[src/rtl/serial_pkg.sv]
// Shared types and helpers for the bit-serial datapath blocks.
package serial_pkg;

  typedef enum logic [1:0] {
    IDLE = 2'd0,
    RUN  = 2'd1,
    DONE = 2'd2
  } state_t;

  // Bit-index counter width; a single-bit operand still needs one counter bit.
  function automatic int unsigned cnt_width(input int unsigned width);
    return (width <= 1) ? 1 : $clog2(width);
  endfunction

endpackage

[src/rtl/full_adder.sv]
// One-bit full adder shared by the bit-serial adder.
module full_adder (
  input  logic a,
  input  logic b,
  input  logic cin,
  output logic sum,
  output logic cout
);

  assign sum  = a ^ b ^ cin;
  assign cout = (a & b) | (cin & (a ^ b));

endmodule

[src/rtl/bit_serial_adder.sv]
// WIDTH-bit adder that reuses one full adder LSB-first, one bit per clock,
// with valid/ready handshakes on the operand and result sides.
module bit_serial_adder
  import serial_pkg::*;
#(
  parameter int unsigned WIDTH = 8
) (
  input  logic             clk,
  input  logic             rst,
  input  logic             in_valid,
  output logic             in_ready,
  input  logic [WIDTH-1:0] a,
  input  logic [WIDTH-1:0] b,
  input  logic             cin,
  output logic             out_valid,
  input  logic             out_ready,
  output logic [WIDTH-1:0] sum,
  output logic             cout
);

  localparam int unsigned CW = cnt_width(WIDTH);
  localparam logic [CW-1:0] LAST = CW'(WIDTH - 1);

  state_t state, state_next;

  logic [WIDTH-1:0] a_sr, b_sr, sum_sr, sum_shift;
  logic [CW-1:0]    cnt;
  logic             carry;
  logic             fa_sum, fa_cout;
  logic             last_bit;

  full_adder u_fa (
    .a    (a_sr[0]),
    .b    (b_sr[0]),
    .cin  (carry),
    .sum  (fa_sum),
    .cout (fa_cout)
  );

  // New sum bit enters at the MSB so the word is aligned after WIDTH steps.
  assign sum_shift = (sum_sr >> 1) | (WIDTH'(fa_sum) << (WIDTH - 1));
  assign last_bit  = (cnt == LAST);

  assign in_ready  = (state == IDLE);
  assign out_valid = (state == DONE);

  always_ff @(posedge clk or posedge rst) begin
    if (rst) state <= IDLE;
    else     state <= state_next;
  end

  always_comb begin
    state_next = state;
    case (state)
      IDLE:    if (in_valid)  state_next = RUN;
      RUN:     if (last_bit)  state_next = DONE;
      DONE:    if (out_ready) state_next = IDLE;
      default:                state_next = IDLE;
    endcase
  end

  // Operand/sum shift registers, carry, bit counter and held result.
  always_ff @(posedge clk or posedge rst) begin
    if (rst) begin
      a_sr   <= '0;
      b_sr   <= '0;
      sum_sr <= '0;
      carry  <= 1'b0;
      cnt    <= '0;
      sum    <= '0;
      cout   <= 1'b0;
    end else begin
      case (state)
        IDLE: begin
          if (in_valid) begin
            a_sr  <= a;
            b_sr  <= b;
            carry <= cin;
            cnt   <= '0;
          end
        end
        RUN: begin
          a_sr   <= a_sr >> 1;
          b_sr   <= b_sr >> 1;
          sum_sr <= sum_shift;
          carry  <= fa_cout;
          cnt    <= cnt + CW'(1);
          if (last_bit) begin
            sum  <= sum_shift;
            cout <= fa_cout;
          end
        end
        default: ;
      endcase
    end
  end

endmodule

[config.mk]
export PLATFORM = sky130hd
export DESIGN_NAME = bit_serial_adder
export DESIGN_NICKNAME = d
export VERILOG_FILES = /design/src/rtl/serial_pkg.sv /design/src/rtl/full_adder.sv /design/src/rtl/bit_serial_adder.sv
export SDC_FILE = /design/constraint.sdc
export NUM_CORES = 1
export LEC_CHECK = 0
export CELL_PAD_IN_SITES_DETAIL_PLACEMENT = 1
export CELL_PAD_IN_SITES_GLOBAL_PLACEMENT = 2
export CORE_MARGIN = 5
export CORE_UTILIZATION = 30
export DETAILED_ROUTE_END_ITERATION = 8
export MAX_ROUTING_LAYER = met4
export PLACE_DENSITY = 0.71
export SLEW_MARGIN = 20
export SYNTH_ARGS = -nofsm -noshare
export SYNTH_HDL_FRONTEND = slang
export SYNTH_SLANG_ARGS = --single-unit
[constraint.sdc]
create_clock -name clk -period 1.3 [get_ports clk]
set_input_delay 0.195 -clock clk [delete_from_list [all_inputs] [get_ports clk]]
set_output_delay 0.195 -clock clk [all_outputs]
set_load 0.01 [all_outputs]
Fig. 1: metal layers overlaid
(4 px per µm)
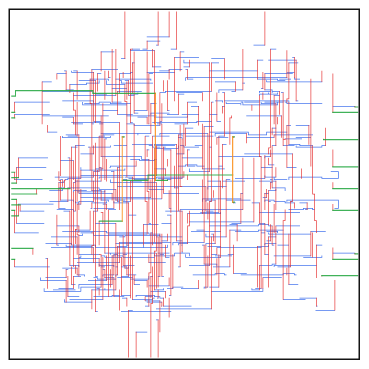
met4 -> orange  # wire length 59.2 µm
met2 -> red  # wire length 2,480 µm
met1 -> blue  # wire length 2,070 µm
met3 -> green  # wire length 163 µm
total detailed-routing wirelength: 4.77 mm
GRT Resource Usage Total: 13.8%
vias post-DR: 1,418
average wire per cell in the routed design: 16.1 µm

Fig. 2: PDN straps and rails
(4 px per µm) Pins as bars on the die edge. Tap cells in gray.
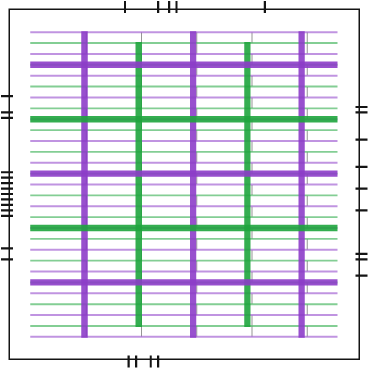
VDD -> green
VSS -> purple
tap cells = 75
rows = 28
met1 rails = 29

==> impl_summary.log <==
[report] extracting results
[metrics] number of cells on the worst reg-to-reg path: 7
[metrics] Core Density at Floorplan: 30.5%
[metrics] CTS tree: yes
[metrics] maximum VDD drop: 0.000767 V
[metrics] count of clock tree sinks: 38
[metrics] first-pass GRT wire length: about 8 mm
[metrics] RR Startpoint: state[0]
[metrics] synthesized instance count: 156
[metrics] total tool warning count: 28
[metrics] logic area: 917 µm²
[metrics] number of non-filler instances in the completed layout: 296
[metrics] total count of max-transition violations in the final report: 0
[metrics] number of antenna violations at the first check in global routing: 0
[metrics] ratio of cells with drive above 1 in the final layout: between 40% and 50%
[metrics] yosys stat cell total: 156
[metrics] library cell used as clock root buffer: sky130_fd_sc_hd__clkbuf_8
[metrics] worst setup margin: -0.132 ns
[metrics] Filler Cell Count: around 640
[metrics] area growth from synthesis to layout: 53.9%
[metrics] leakage power summed over all cells: between 1 and 1.5 nW
[metrics] required time of the worst setup path: between 1 and 1.5 ns
[metrics] final tally of setup violations: 26
[metrics] clock slew at reported path FFs: roughly 0.080 ns
[metrics] count of final hold-check violations: 0
[metrics] Critical Path Sink: b_sr[6]
[metrics] Hold/Removal Path Class: in2async
[metrics] die extent in x: 87.1 µm
[metrics] most common cell after layout, fill and taps aside: sky130_fd_sc_hd__dfrtp_1
[metrics] antenna diode instance count: 0
[metrics] sort of element at the start of the critical path: flop
[metrics] unrepaired setup endpoints after global routing: true
[metrics] fin crit period: 1.43 ns
[metrics] pre-CTS setup slack: -0.205 ns
[metrics] Crit Path Category: reg2reg
[metrics] Top-Level Pins: 32
[metrics] Port Buffer Count: 31
[metrics] outcome: complete, but fails checks
[metrics] GP Congestion: 0.756
[metrics] number of placement rows: 28
[metrics] post-layout period usage: 110%
[metrics] area used by sequential logic in the layout: 952 µm²
[metrics] DRC violations left: 0
[metrics] failing checks: setup timing
[metrics] pwr dens: 2270 nW/µm²
[metrics] leading cell types in the layout, fill and taps excluded: sky130_fd_sc_hd__dfrtp_1, sky130_fd_sc_hd__clkdlybuf4s50_1, sky130_fd_sc_hd__nand2_1, sky130_fd_sc_hd__buf_4, sky130_fd_sc_hd__buf_6
[metrics] number of synthesized register bits: 38
[metrics] Worst setup startpoint: state[0]
[metrics] Post-Place Cells: 275
[metrics] number of buffers added by the clock tree synthesis step: 5
[metrics] count of routing violations after the opening detailed-route iteration: 23
[metrics] post-synthesis instance area: 1790 µm²
[metrics] maximum number of pins on one net before global-route repair: 39
[metrics] H-tree level count: 2
[metrics] Distinct cells, synth: 34
[metrics] chip area: 7590 µm²
Fig. 3: clock routing
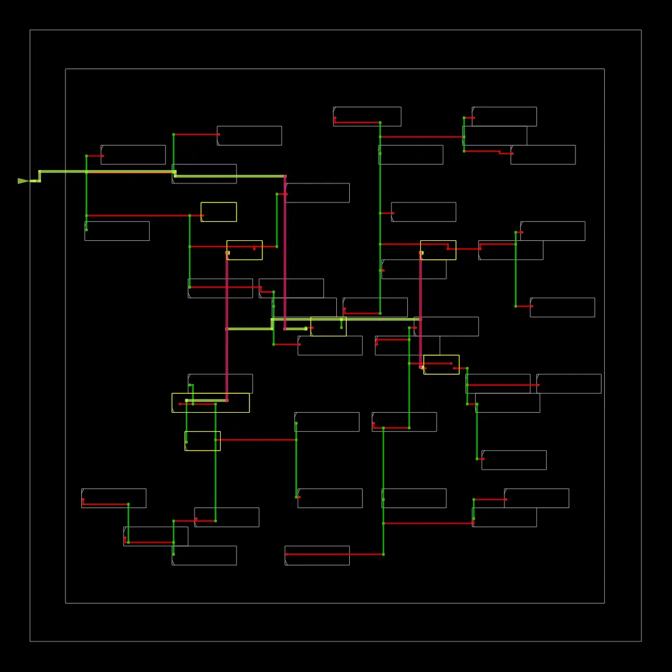
Fin Clk Skew: 0.00537 ns
Skew-Pair Late Insertion Delay: 0.29 ns

Fig. 4: metal 2
(3 px per µm)
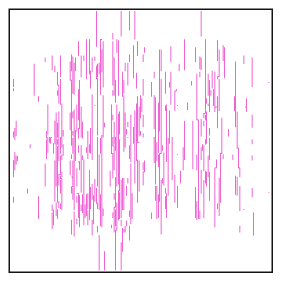
main direction = vertical
wire length on this layer = 2,480 µm
share of all routed wire = 52%
nets with wire on the layer = 224
longest straight run = 33.3 µm
met2 usage in global routing: 23.8%

-- cells in the mapped netlist (all sizes together) --
master	instances	area share (%)
nor3	15	5.0
nand2	26	5.9
a211oi	2	0.84
inv	8	1.7
o21ai	5	1.4
a22o	2	0.98
a21oi	6	1.7
nor2b	4	1.8
o221a	2	1.3
a221oi	2	0.98
o21bai	1	1.1
clkbuf	1	0.21
ha	2	1.4
a221o	1	0.56
fa	1	1.1
buf	8	3.6
nand3b	2	0.84
o21ba	1	0.56
nand2b	4	1.5
mux2	9	7.6
nor3b	5	2.7
dfrtp	38	53
nor2	5	1.1
o22a	5	2.5
a32o	1	0.56
-- how the worst min path moves through the flow --
stage	from	to	slack, ns	depth (start not counted)
after floorplan	out_ready	state[1]	0.30	1
after global placement	sum_sr[1]	sum_sr[1]	0.46	2
after CTS	rst	sum[0]	0.29	3
after global routing	rst	sum_sr[2]	0.30	3
after detailed placement	sum_sr[4]	sum_sr[3]	0.49	2
final	rst	sum_sr[2]	0.27	3
-- stage by stage --
step	util, %	power [W]	hold slack, ns	cell area [µm²]
after floorplan	-	0.00361	0.302	1800
after global placement	39.6	0.00449	0.460	2310
after detailed placement	39.6	0.00460	0.491	2310
after CTS	44.1	0.00595	0.286	2580
after global routing	47.0	0.00667	0.303	2750
final	47.0	0.00624	0.267	2750
-- metal layers --
layer,part of all wire (%),wire [µm],track usage [%],vias up
met1,43,2070,16.1,711
met3,3.4,163,3.03,8
li1,-,-,-,671
met5,0,0,-,-
met2,52,2480,23.8,28
met4,1.2,59,4.18,0
-- power by group --
group | total, W | internal (W) | switching [W]
combinational | 0.00311 | 0.00173 | 0.00138
sequential | 0.00209 | 0.00174 | 0.000353
clock | 0.00104 | 0.000614 | 0.000422
-- cells by family after synthesis --
| group | after synthesis | synth area share, % |
|---|---|---|
| simple gates | 61 | 18.9 |
| fa+ha+maj | 3 | 2.52 |
| mux | 9 | 7.57 |
| flops | 38 | 53.3 |
| compound gates | 28 | 12.3 |
| buf+inv | 17 | 5.47 |
-- worst max-delay path, stage by stage, from the launching register on --
cell and delay (ns):
sky130_fd_sc_hd__dfrtp_1 0.40, sky130_fd_sc_hd__buf_6 0.14, sky130_fd_sc_hd__buf_6 0.11, sky130_fd_sc_hd__buf_4 0.13, sky130_fd_sc_hd__buf_8 0.13, sky130_fd_sc_hd__o21bai_4 0.19
sky130_fd_sc_hd__buf_12 0.14, sky130_fd_sc_hd__a221oi_2 0.06
-- sequential cells by signal, indices dropped and copies added, names as in the netlist --
| signal | cells |
|---|---|
| state | 2 |
| sum | 8 |
| a_sr | 8 |
| sum_sr | 7 |
| carry | 1 |
| b_sr | 8 |
| cnt | 3 |
| cout | 1 |
-- cell type report --
cell class              count  area share (%)
clock inverters             1            1.09
inverters                   8            1.09
clock buffers               6            3.01
multi-input cells         103            33.4
flip-flops and latches     38            34.7
repair buffers             65            23.4
well taps                  75            3.42
-- what timing repair did --
item | in CTS | in global routing
hold buffers | 0 | 0
pin swaps | 7 | 10
resized | 40 | 28
cloned | 1 | 1
setup buffers | 6 | 7
setup endpoints to repair | 45 | 39
No activity file was given, so power comes from the tool's default toggle rates.
